===== config.mk =====
export PLATFORM = sky130hd
export DESIGN_NAME = wb_port_arbiter
export DESIGN_NICKNAME = d
export VERILOG_FILES = /design/src/rtl/wb_port_arbiter_pkg.sv /design/src/rtl/wb_port_arbiter_fifo.sv /design/src/rtl/wb_port_arbiter.sv
export SDC_FILE = /design/constraint.sdc
export NUM_CORES = 1
export LEC_CHECK = 0
export ABC_AREA = 1
export CAP_MARGIN = 20
export CORE_UTILIZATION = 45
export DETAILED_ROUTE_END_ITERATION = 8
export PLACE_DENSITY = 0.75
export SETUP_SLACK_MARGIN = 0.05
export SLEW_MARGIN = 20
export SYNTH_ARGS = -nofsm -noshare
export SYNTH_HDL_FRONTEND = slang
export SYNTH_HIERARCHICAL = 1
export SYNTH_SLANG_ARGS = --single-unit
export TNS_END_PERCENT = 10

===== constraint.sdc =====
create_clock -name i_clk -period 7.1 [get_ports i_clk]
set_input_delay 0.71 -clock i_clk [delete_from_list [all_inputs] [get_ports i_clk]]
set_output_delay 0.71 -clock i_clk [all_outputs]
set_load 0.02 [all_outputs]

===== src/rtl/wb_port_arbiter_pkg.sv =====
// -----------------------------------------------------------------------------
// wb_port_arbiter_pkg
// Shared types for the register-file write-port arbiter.
//   arb_state_e : arbiter FSM states
//   wb_req_t    : one register-file write request (destination + data)
//   grant_e     : which source owns the write port in a given cycle
// WB_XLEN must match the XLEN parameter of wb_port_arbiter.
// -----------------------------------------------------------------------------
package wb_port_arbiter_pkg;

    localparam int WB_XLEN = 32;

    typedef enum logic {
        PIPE_PRI  = 1'b0,
        MDU_FORCE = 1'b1
    } arb_state_e;

    typedef struct packed {
        logic [4:0]         rd;
        logic [WB_XLEN-1:0] wdata;
    } wb_req_t;

    typedef enum logic [1:0] {
        GNT_NONE   = 2'd0,
        GNT_PIPE   = 2'd1,
        GNT_FIFO   = 2'd2,
        GNT_BYPASS = 2'd3
    } grant_e;

endpackage


===== src/rtl/wb_port_arbiter_fifo.sv =====
// -----------------------------------------------------------------------------
// wb_result_fifo
// Synchronous FIFO of wb_req_t holding MDU results until the write port is free.
// Ports:
//   i_clk, i_rst        clock, synchronous active-high reset (empties the FIFO)
//   i_push, i_push_data write one entry (ignored when full)
//   i_pop               drop the head entry (ignored when empty)
//   o_head              entry at the read pointer
//   o_full, o_empty     status from the registered pointers
// Pointers carry one extra wrap bit so full and empty are distinguishable.
// -----------------------------------------------------------------------------
module wb_result_fifo
    import wb_port_arbiter_pkg::*;
#(
    parameter int DEPTH = 2
) (
    input  logic    i_clk,
    input  logic    i_rst,
    input  logic    i_push,
    input  wb_req_t i_push_data,
    input  logic    i_pop,
    output wb_req_t o_head,
    output logic    o_full,
    output logic    o_empty
);

    localparam int AW = $clog2(DEPTH);
    localparam logic [AW:0] PTR_ONE = {{AW{1'b0}}, 1'b1};

    wb_req_t      r_mem [DEPTH];
    logic [AW:0]  r_wptr;
    logic [AW:0]  r_rptr;
    logic         w_do_push;
    logic         w_do_pop;

    assign o_full    = (r_wptr[AW] != r_rptr[AW]) && (r_wptr[AW-1:0] == r_rptr[AW-1:0]);
    assign o_empty   = (r_wptr == r_rptr);
    assign w_do_push = i_push && !o_full;
    assign w_do_pop  = i_pop && !o_empty;
    assign o_head    = r_mem[r_rptr[AW-1:0]];

    always_ff @(posedge i_clk) begin
        if (i_rst) begin
            r_wptr <= '0;
            r_rptr <= '0;
        end else begin
            if (w_do_push) begin
                r_wptr <= r_wptr + PTR_ONE;
            end
            if (w_do_pop) begin
                r_rptr <= r_rptr + PTR_ONE;
            end
        end
    end

    // Storage needs no reset; entries are only visible between the pointers.
    always_ff @(posedge i_clk) begin
        if (w_do_push) begin
            r_mem[r_wptr[AW-1:0]] <= i_push_data;
        end
    end

endmodule


===== src/rtl/wb_port_arbiter.sv =====
// -----------------------------------------------------------------------------
// wb_port_arbiter
// Shares the register-file write port between the single-cycle write-back
// stage (priority) and the valid/ready MDU, whose results are buffered in a
// FIFO. A wait counter forces an MDU drain by stalling the pipeline after the
// FIFO has lost arbitration MAX_WAIT times in a row.
//
// Optional feature (macro WB_ARB_BYPASS_EN): with the FIFO empty, the FSM in
// PIPE_PRI and no pipe request, an MDU result goes straight to the write port
// without passing through the FIFO.
//
// Ports:
//   i_clk, i_rst                 clock, synchronous active-high reset
//   i_pipe_rf_en/rd/wdata        write-back stage request
//   o_pipe_stall                 pipeline must hold its write-back (comb.)
//   i_mdu_valid/rd/wdata         MDU result
//   o_mdu_ready                  result accepted this cycle (comb., = !full)
//   o_rf_wen/waddr/wdata         register-file write port (registered)
//   o_mdu_pending                FIFO non-empty
//
// States:
//   PIPE_PRI  | pipe wins; FIFO served when pipe idle; wait counter runs
//   MDU_FORCE | FIFO head granted, pipe stalled for one cycle
// -----------------------------------------------------------------------------
module wb_port_arbiter
    import wb_port_arbiter_pkg::*;
#(
    parameter int FIFO_DEPTH = 2,
    parameter int MAX_WAIT   = 4,
    parameter int XLEN       = 32
) (
    input  logic            i_clk,
    input  logic            i_rst,
    input  logic            i_pipe_rf_en,
    input  logic [4:0]      i_pipe_rd,
    input  logic [XLEN-1:0] i_pipe_wdata,
    output logic            o_pipe_stall,
    input  logic            i_mdu_valid,
    input  logic [4:0]      i_mdu_rd,
    input  logic [XLEN-1:0] i_mdu_wdata,
    output logic            o_mdu_ready,
    output logic            o_rf_wen,
    output logic [4:0]      o_rf_waddr,
    output logic [XLEN-1:0] o_rf_wdata,
    output logic            o_mdu_pending
);

    localparam int CW = (MAX_WAIT > 1) ? $clog2(MAX_WAIT) : 1;
    localparam logic [CW-1:0] WAIT_LAST = CW'(MAX_WAIT - 1);
    localparam logic [CW-1:0] WAIT_ONE  = CW'(1);

    arb_state_e    r_state;
    logic [CW-1:0] r_wait;
    logic          r_rf_wen;
    logic [4:0]    r_rf_waddr;
    logic [XLEN-1:0] r_rf_wdata;

    grant_e  w_grant;
    wb_req_t w_pipe_req;
    wb_req_t w_mdu_req;
    wb_req_t w_head;
    wb_req_t w_sel;
    logic    w_full;
    logic    w_empty;
    logic    w_push;
    logic    w_pop;

    assign w_pipe_req = '{rd: i_pipe_rd, wdata: i_pipe_wdata};
    assign w_mdu_req  = '{rd: i_mdu_rd,  wdata: i_mdu_wdata};

    always_comb begin
        w_grant = GNT_NONE;
        case (r_state)
            PIPE_PRI: begin
                if (i_pipe_rf_en) begin
                    w_grant = GNT_PIPE;
                end else if (!w_empty) begin
                    w_grant = GNT_FIFO;
                end
`ifdef WB_ARB_BYPASS_EN
                else if (i_mdu_valid) begin
                    w_grant = GNT_BYPASS;
                end
`endif
            end
            MDU_FORCE: begin
                if (!w_empty) begin
                    w_grant = GNT_FIFO;
                end
            end
            default: w_grant = GNT_NONE;
        endcase
    end

    always_comb begin
        w_sel = w_pipe_req;
        case (w_grant)
            GNT_FIFO:   w_sel = w_head;
            GNT_BYPASS: w_sel = w_mdu_req;
            default:    w_sel = w_pipe_req;
        endcase
    end

    // Ready looks only at the registered full flag, so a pop cannot make room
    // for a push in the same cycle.
    assign o_mdu_ready  = !w_full;
    assign w_push       = i_mdu_valid && !w_full && (w_grant != GNT_BYPASS);
    assign w_pop        = (w_grant == GNT_FIFO);
    assign o_pipe_stall = (r_state == MDU_FORCE) && i_pipe_rf_en;

    wb_result_fifo #(
        .DEPTH (FIFO_DEPTH)
    ) u_fifo (
        .i_clk       (i_clk),
        .i_rst       (i_rst),
        .i_push      (w_push),
        .i_push_data (w_mdu_req),
        .i_pop       (w_pop),
        .o_head      (w_head),
        .o_full      (w_full),
        .o_empty     (w_empty)
    );

    always_ff @(posedge i_clk) begin
        if (i_rst) begin
            r_state    <= PIPE_PRI;
            r_wait     <= '0;
            r_rf_wen   <= 1'b0;
            r_rf_waddr <= '0;
            r_rf_wdata <= '0;
        end else begin
            // Writes to x0 still consume their grant but never reach the file.
            r_rf_wen <= (w_grant != GNT_NONE) && (w_sel.rd != 5'd0);
            if (w_grant != GNT_NONE) begin
                r_rf_waddr <= w_sel.rd;
                r_rf_wdata <= w_sel.wdata;
            end

            case (r_state)
                PIPE_PRI: begin
                    if (w_grant == GNT_FIFO || w_empty) begin
                        r_wait <= '0;
                    end else if (w_grant == GNT_PIPE) begin
                        if (r_wait == WAIT_LAST) begin
                            r_state <= MDU_FORCE;
                        end else begin
                            r_wait <= r_wait + WAIT_ONE;
                        end
                    end
                end
                MDU_FORCE: begin
                    r_wait  <= '0;
                    r_state <= PIPE_PRI;
                end
                default: begin
                    r_wait  <= '0;
                    r_state <= PIPE_PRI;
                end
            endcase
        end
    end

    assign o_rf_wen      = r_rf_wen;
    assign o_rf_waddr    = r_rf_waddr;
    assign o_rf_wdata    = r_rf_wdata;
    assign o_mdu_pending = !w_empty;

endmodule


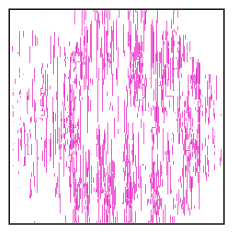
run_1/layer_met2.png
Drawn at 2 px/um.
longest straight run: 49.3 um
main direction: vertical
nets with wire on the layer: 509

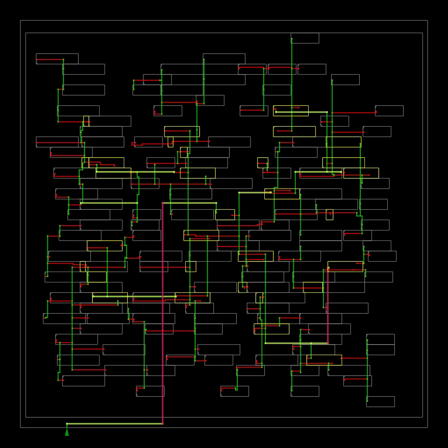
run_1/clocks.png
clock net sink count: 120
clk ins delay skew pair: 510 ps
Clk power: 0.000797 W
post-route clock skew: 7.31 ps

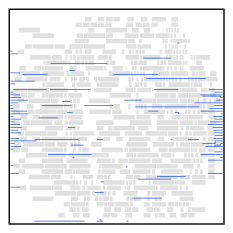
run_1/layer_met3.png
Drawn at 2 px/um.
nets with wire on the layer: 77
share of all routed wire: 6.2%
met3 Use GR: 5.23%
vias post-DR: 3426

==> changes_impl.md, run 1 <==
### Metrics

* First-pass DRT Iterations at 4
* Comb pwr share at approximately 17%
* Avg Synthesized Cell Area at between 10 and 15 sq um
* DRC at 0
* Min-Delay Startpoint: r_wait[1]
* CP cell instances: inv_1, nand2_1, nand2_2, nand2_2, inv_1, inv_2, clkdlybuf4s50_1
* Data buffer area share at ~18%
* Number of non-clock inverters at 18
* Initial drt markers at 186
* Final global-route overflow total at 0
* Post-route cell area at roughly 6700 sq um
* Critical path arrival at about 2200 ps
* First-pass GRT wire length at about 17000 um
* Flip-flops at approximately 120
* RSZ-0062 raised after global routing: no
* CTS Root Cell: clkbuf_8
* Antenna diodes at 0
* Basic Gates by Area at between 10% and 20%
* Worst hold slack at 467 ps
* CTS buffer count at 17
* Mapped Nets at 485
* ANT nets after route at 0
* Final WS setup at 4220 ps
* # placed instances at around 640
* Net Sw Frac at roughly 25%
* Fill cell count at roughly 810
* Floorplan Utilization at between 40% and 50%
* # Taps at between 100 and 150
* Power per cell area at 297 nW/um^2
* Outcome: complete, no violations
* Post-synthesis compound-gate area fraction at roughly 7.6%
* CP Launch Type: flop
* Chip area at about 11000 sq um
* Tightest Pin Transition at around 1000 ps
* GRT Total Usage at about a fifth
* Vias in the first global route at 3551
* Via/cell ratio at roughly 5
* Area of the mapped netlist at between 4000 and 5000 sq um
* Setup violators final at 0
* CP Capture Type: primary output
* Adder Area Share at less than 1%
* Post-CTS Setup Inserts at 0
* Logic family by area: simple AND/OR/NAND/NOR gates
* Peak supply drop at 155 uV
* Cells in synth_stat.txt at 406
* CP Max Fanout at 7
* Synth Instances at a little over 400
* Core Area at roughly 10000 sq um
* Site Rows at 37
## run 1: worst paths after layout
path	cells after the start	end	slack [ps]
setup / recovery	7	o_mdu_pending	4220
hold / removal	2	r_wait[1]	470
setup reg to reg	9	o_rf_wdata[24]	4540
hold reg to reg	2	r_wait[1]	470
## run 1: worst max-delay path, delay by kind of cell (launching register included)
family        cells  cell delay (ps)
buf+inv           4              970
flops             1              440
simple gates      3              250
## run 1: registers in the layout (all words and copies together) (netlist names), named ones only
| name | flops |
|---|---|
| u_fifo/r_mem | 74 |
| o_rf_wdata | 32 |
| o_rf_waddr | 5 |
| r_wait | 2 |
| u_fifo/r_rptr | 2 |
| u_fifo/r_wptr | 2 |
| o_rf_wen | 1 |
| r_state | 1 |
## run 1: per-layer routing
metal  GRT usage [%]  routed length, um
met5               0                  0
met2            33.7               5550
met1            23.5               4420
met3            5.23                678
met4            12.1                224
## run 1: power groups by stage
| stage | Sequential, W | Combinational (W) | Clock [W] |
|---|---|---|---|
| floorplan | 0.000895 | 0.000168 | 0 |
| global placement | 0.000868 | 0.000324 | 0 |
| detailed placement | 0.000873 | 0.000332 | 0 |
| CTS | 0.000859 | 0.000335 | 0.000809 |
| global route | 0.000865 | 0.000360 | 0.000840 |
| finish | 0.000858 | 0.000335 | 0.000797 |
## run 1: layout by cell type (no fill, tap or decap), drive strengths merged
cell,synthesis,routed
buf,17,3
nor4,2,2
ha,1,1
nor2,43,43
nand2,45,45
mux2,37,37
a21oi,5,5
o211ai,1,1
clkinvlp,0,2
clkdlybuf4s50,0,118
inv,18,19
nand3,43,43
or2,1,1
nand4,1,1
clkbuf,7,22
dfxtp,46,46
edfxtp,74,74
clkinv,0,4
xor2,1,1
bufinv,0,2
o21ai,64,64
==> run 2: changes to the inputs <==
==> constraint.sdc (replaced) <==
create_clock -name i_clk -period 2.8 [get_ports i_clk]
set_input_delay 0.28 -clock i_clk [delete_from_list [all_inputs] [get_ports i_clk]]
set_output_delay 0.28 -clock i_clk [all_outputs]
set_load 0.02 [all_outputs]
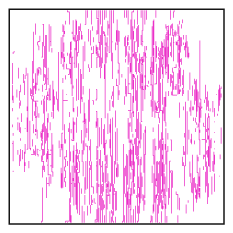
run_2/layer_met2.png
Drawn at 2 px/um.
nets with wire on the layer: 513
longest straight run: 45.9 um
main direction: vertical

==> run 2 against run 1 <==
Net effect:
- global-route usage rose by 0.59 points
- largest power group is now clock
- combinational power rose to 2.6 times the previous value
- die area did not move
- power rose to 2.6 times the previous value
- sequential power rose to 2.5 times the previous value
- sequential share of layout area fell by 0.51 points
- area after synthesis did not move
- worst setup slack got worse by 3800 ps
- clock skew rose by 8.6 ps
==> changes_impl.md, run 2 <==
### Metrics

* Met1 global-route usage at 24.3% (was 23.5%)
* Vias in the first global route at 3543 (was 3551)
* Post-route clock skew at 16.0 ps (was 7.31 ps)
* Vias post-DR at 3432 (was 3426)
* Metal3 WL at 666 um (was 678 um)
* CTS buffer count at 17 (unchanged)
* Clock net sink count at 120 (unchanged)
* Avg Synthesized Cell Area at 12.1 sq um (unchanged)
* Core Area at 10500 sq um (unchanged)
* Post-CTS Setup Inserts at 0 (unchanged)
* CTS Root Cell: clkbuf_8 (unchanged)
* Min-Delay Path Depth at 1 (was 2)
* Via/cell ratio at 5.06 (was 5.11)
* DRC at 0 (unchanged)
* Met1 WL at 4490 um (was 4420 um)
* Initial drt markers at 134 (was 186)
* Most frequent logic cell in the layout: clkdlybuf4s50_1 (unchanged)
* First-pass DRT Iterations at 5 (was 4)
* Top routing layer in use: met4 (unchanged)
* Clk ins delay skew pair at 510 ps (about the same)
* GRT Total Usage at 20.8% (was 20.2%)
* Chip area at 11400 sq um (unchanged)
* Outcome: complete, no violations (unchanged)
* Critical path arrival at 2150 ps (was 2170 ps)
* R2R cell count at 11 (was 9)
* Peak supply drop at 371 uV (was 155 uV)
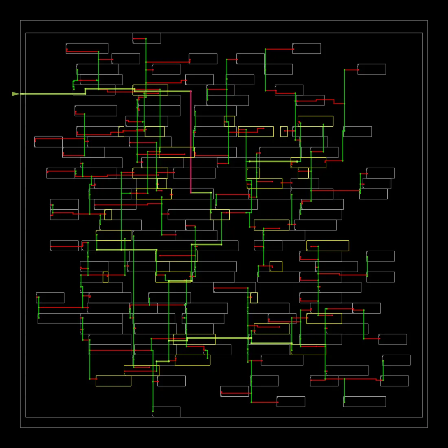
run_2/clocks.png
Clk power: 0.00219 W
clkbuf count: 21

==> run 2: cell counts after synthesis <==
No cell type changed its count.
==> run 2: kinds of logic after synthesis <==
| family | synth area share (%) |
|---|---|
| flip-flops | 63.8 |
| multiplexers | 10.7 |
| AND-OR/OR-AND | 7.64 |
| buffers and inverters | 5.56 |
| AND/OR/NAND/NOR | 11.8 |
| XOR/XNOR | 0.178 |
| adder cells (fa/ha/maj) | 0.254 |
==> run 2: critical path: cells and delay by family, from the launching register on <==
kind | cells | cell delay, ps
buffers and inverters | 4 | 950
and+or+nand+nor | 3 | 260
DFF | 1 | 430
==> run 2: final cells by class <==
cell class | count | area [sq um]
Multi-Input combinational cell | 244 | 1530
Sequential cell | 120 | 3140
Clock buffer | 21 | 460
Inverter | 18 | 67.6
Fill cell | 809 | 3690
Tap cell | 136 | 170
Clock inverter | 11 | 144
Timing Repair Buffer | 128 | 1260
==> run 2: stage by stage <==
stage,hold slack (ps),worst slack (ps),utilization [%],instance area (sq um)
final,349,372,64.7,6770
after global routing,337,208,64.7,6770
after CTS,332,352,64.7,6770
after detailed placement,465,679,59.0,6170
after global placement,437,791,59.0,6170
after floorplan,359,503,-,4930
==> run 2: power groups by stage <==
stage	Combinational (W)	Sequential, W	Clock, W
6_report	0.000874	0.00215	0.00219
2_1_floorplan	0.000427	0.00227	0
4_1_cts	0.000883	0.00216	0.00223
3_3_place_gp	0.000857	0.00218	0
3_5_place_dp	0.000875	0.00219	0
5_1_grt	0.000944	0.00217	0.00230
==> run 2: final timing paths <==
kind	end	slack (ps)
min reg2reg	r_wait[1]	470
min	u_fifo/r_mem[0][32]	350
max reg2reg	u_fifo/r_mem[1][28]	670
max	o_mdu_pending	370
==> run 3: changes to the inputs <==
--- a/config.mk
+++ b/config.mk
@@ -16,4 +16,4 @@
 export SYNTH_HDL_FRONTEND = slang
 export SYNTH_HIERARCHICAL = 1
 export SYNTH_SLANG_ARGS = --single-unit
-export TNS_END_PERCENT = 10
+export TNS_END_PERCENT = 30
==> constraint.sdc (replaced) <==
create_clock -name i_clk -period 2.9 [get_ports i_clk]
set_input_delay 0.29 -clock i_clk [delete_from_list [all_inputs] [get_ports i_clk]]
set_output_delay 0.29 -clock i_clk [all_outputs]
set_load 0.02 [all_outputs]
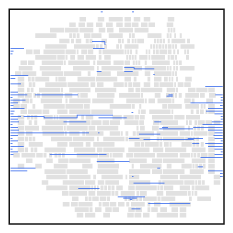
run_3/layer_met3.png
Drawn at 2 px/um.
longest straight run: 38.9 um
nets with wire on the layer: 75
main direction: horizontal
vias post-DR: 3517
met3 Use GR: 5.53%

==> run 3 against run 2 <==
Net effect:
- clock-buffer cell count shrank 2
- non-clock buffer count up 2
- sequential share of layout area hardly changed
- highest routed layer unchanged
==> changes_impl.md, run 3 <==
### Metrics

* Setup violators final at 0 (unchanged)
* Cells in synth_stat.txt at 406 (unchanged)
* Tightest Pin Transition at 626 ps (was 519 ps)
* Metal3 WL at 626 um (was 666 um)
* ANT nets after route at 0 (unchanged)
* Clk ins delay skew pair at 510 ps (about the same)
* Synth Instances at 406 (unchanged)
* Most frequent logic cell in the layout: clkdlybuf4s50_1 (unchanged)
* Crit path max-delay family: buffers and inverters (unchanged)
* Minimum setup slack among reg-to-reg paths at 730 ps (was 670 ps)
* CTS buffer count at 17 (unchanged)
* Post-route clock skew at 8.37 ps (was 16.0 ps)
* Min-Delay Startpoint: i_mdu_wdata[29] (was i_mdu_rd[0])
* Worst hold slack at 360 ps (was 349 ps)
* First-pass GRT wire length at 17200 um (was 17600 um)
* Via/cell ratio at 5.17 (was 5.06)
* CP Max Fanout at 7 (unchanged)
* FF-to-FF End: u_fifo/r_mem[1][24] (was u_fifo/r_mem[1][28])
* Initial drt markers at 191 (was 134)
* Power per cell area at 733 nW/um^2 (was 771 nW/um^2)
* Core Area at 10500 sq um (unchanged)
* Net Sw Frac at 25.7% (was 24.7%)
* Floorplan Utilization at 47.1% (unchanged)
* Comb pwr share at 17.1% (was 16.7%)
* Antenna diodes at 0 (unchanged)
* Mapped Nets at 485 (unchanged)
* Outcome: complete, no violations (unchanged)
* Post-Place Worst Slack at 751 ps (was 679 ps)
* Met1 WL at 4600 um (was 4490 um)
* Met2 wire len at 5680 um (was 5870 um)
* Post-CTS Setup Inserts at 0 (unchanged)
* Vias in the first global route at 3464 (was 3543)
* CP cell instances: inv_1, nand2_1, nand2_2, nand2_2, inv_1, inv_2, clkdlybuf4s50_1 (unchanged)
* Min-Delay Path Depth at 1 (unchanged)
* CP Launch Type: flop (unchanged)
* P_seq at 0.00208 W (was 0.00215 W)
* Final WS setup at 474 ps (was 372 ps)
* First-pass DRT Iterations at 4 (was 5)
* Critical path arrival at 2140 ps (was 2150 ps)
* Largest register FFs at 74 (unchanged)
* GRT Total Usage at 20.4% (was 20.8%)
* Most frequent cells in the layout: clkdlybuf4s50_1, edfxtp_1, dfxtp_1, nand3_1 (unchanged)
* Final global-route overflow total at 0 (unchanged)
* Peak supply drop at 351 uV (was 371 uV)
* DRC at 0 (unchanged)
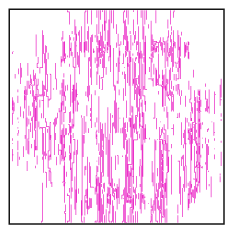
run_3/layer_met2.png
Drawn at 2 px/um.
longest straight run: 50.1 um
main direction: vertical
share of all routed wire: 51%
nets with wire on the layer: 534
wire length on this layer: 5680 um
GR Util met2: 35.0%
drt total wl: 11100 um

run 3: cell type report:
type                            instances  area (sq um)
Multi-Input combinational cell        244          1530
Timing Repair Buffer                  130          1270
Sequential cell                       120          3140
Clock buffer                           19           442
Tap cell                              136           170
Fill cell                             789          3690
Clock inverter                         13           146
Inverter                               18          67.6
run 3: worst max-delay path by stage:
stage                           from                   to  slack (ps)  cells past startpoint
finish              u_fifo/r_wptr[0]        o_mdu_pending         470                      7
global route        u_fifo/r_wptr[0]        o_mdu_pending         330                      7
CTS                 u_fifo/r_wptr[0]        o_mdu_pending         460                      7
detailed placement  u_fifo/r_wptr[0]  u_fifo/r_mem[1][31]         750                     11
global placement         i_mdu_valid  u_fifo/r_mem[1][22]         780                      8
floorplan           u_fifo/r_wptr[0]   u_fifo/r_mem[0][0]         600                      8
run 3: cell families (layout without fill, tap and decap cells):
group                      after synthesis  after routing  share of synthesized area [%]
xor gates and xnor gates                 1              1                          0.178
muxes                                   37             37                           10.7
AOI/OAI and AO/OA                       70             70                           7.64
adders and majority gates                1              1                          0.254
and+or+nand+nor                        135            135                           11.8
DFF                                    120            120                           63.8
buffers and inverters                   42            180                           5.56
run 3: stage by stage:
| stage | std cells | cell area [sq um] |
|---|---|---|
| 5_1_grt | 680 | 6770 |
| 6_report | 680 | 6770 |
| 3_5_place_dp | 648 | 6180 |
| 4_1_cts | 680 | 6770 |
| 3_3_place_gp | 648 | 6180 |
| 2_1_floorplan | 406 | 4930 |
run 3: worst reg2reg max path: stages, from the launching register on:
cell     delay, ps
dfxtp_1        430
inv_1           60
nand2_1         80
nand2_2         60
nand2_2        110
inv_1           60
nor2_1         170
nand2_1         80
inv_1           90
nand2_1         90
inv_2          340
buf_4          300
No activity file was given, so power comes from the tool's default toggle rates.
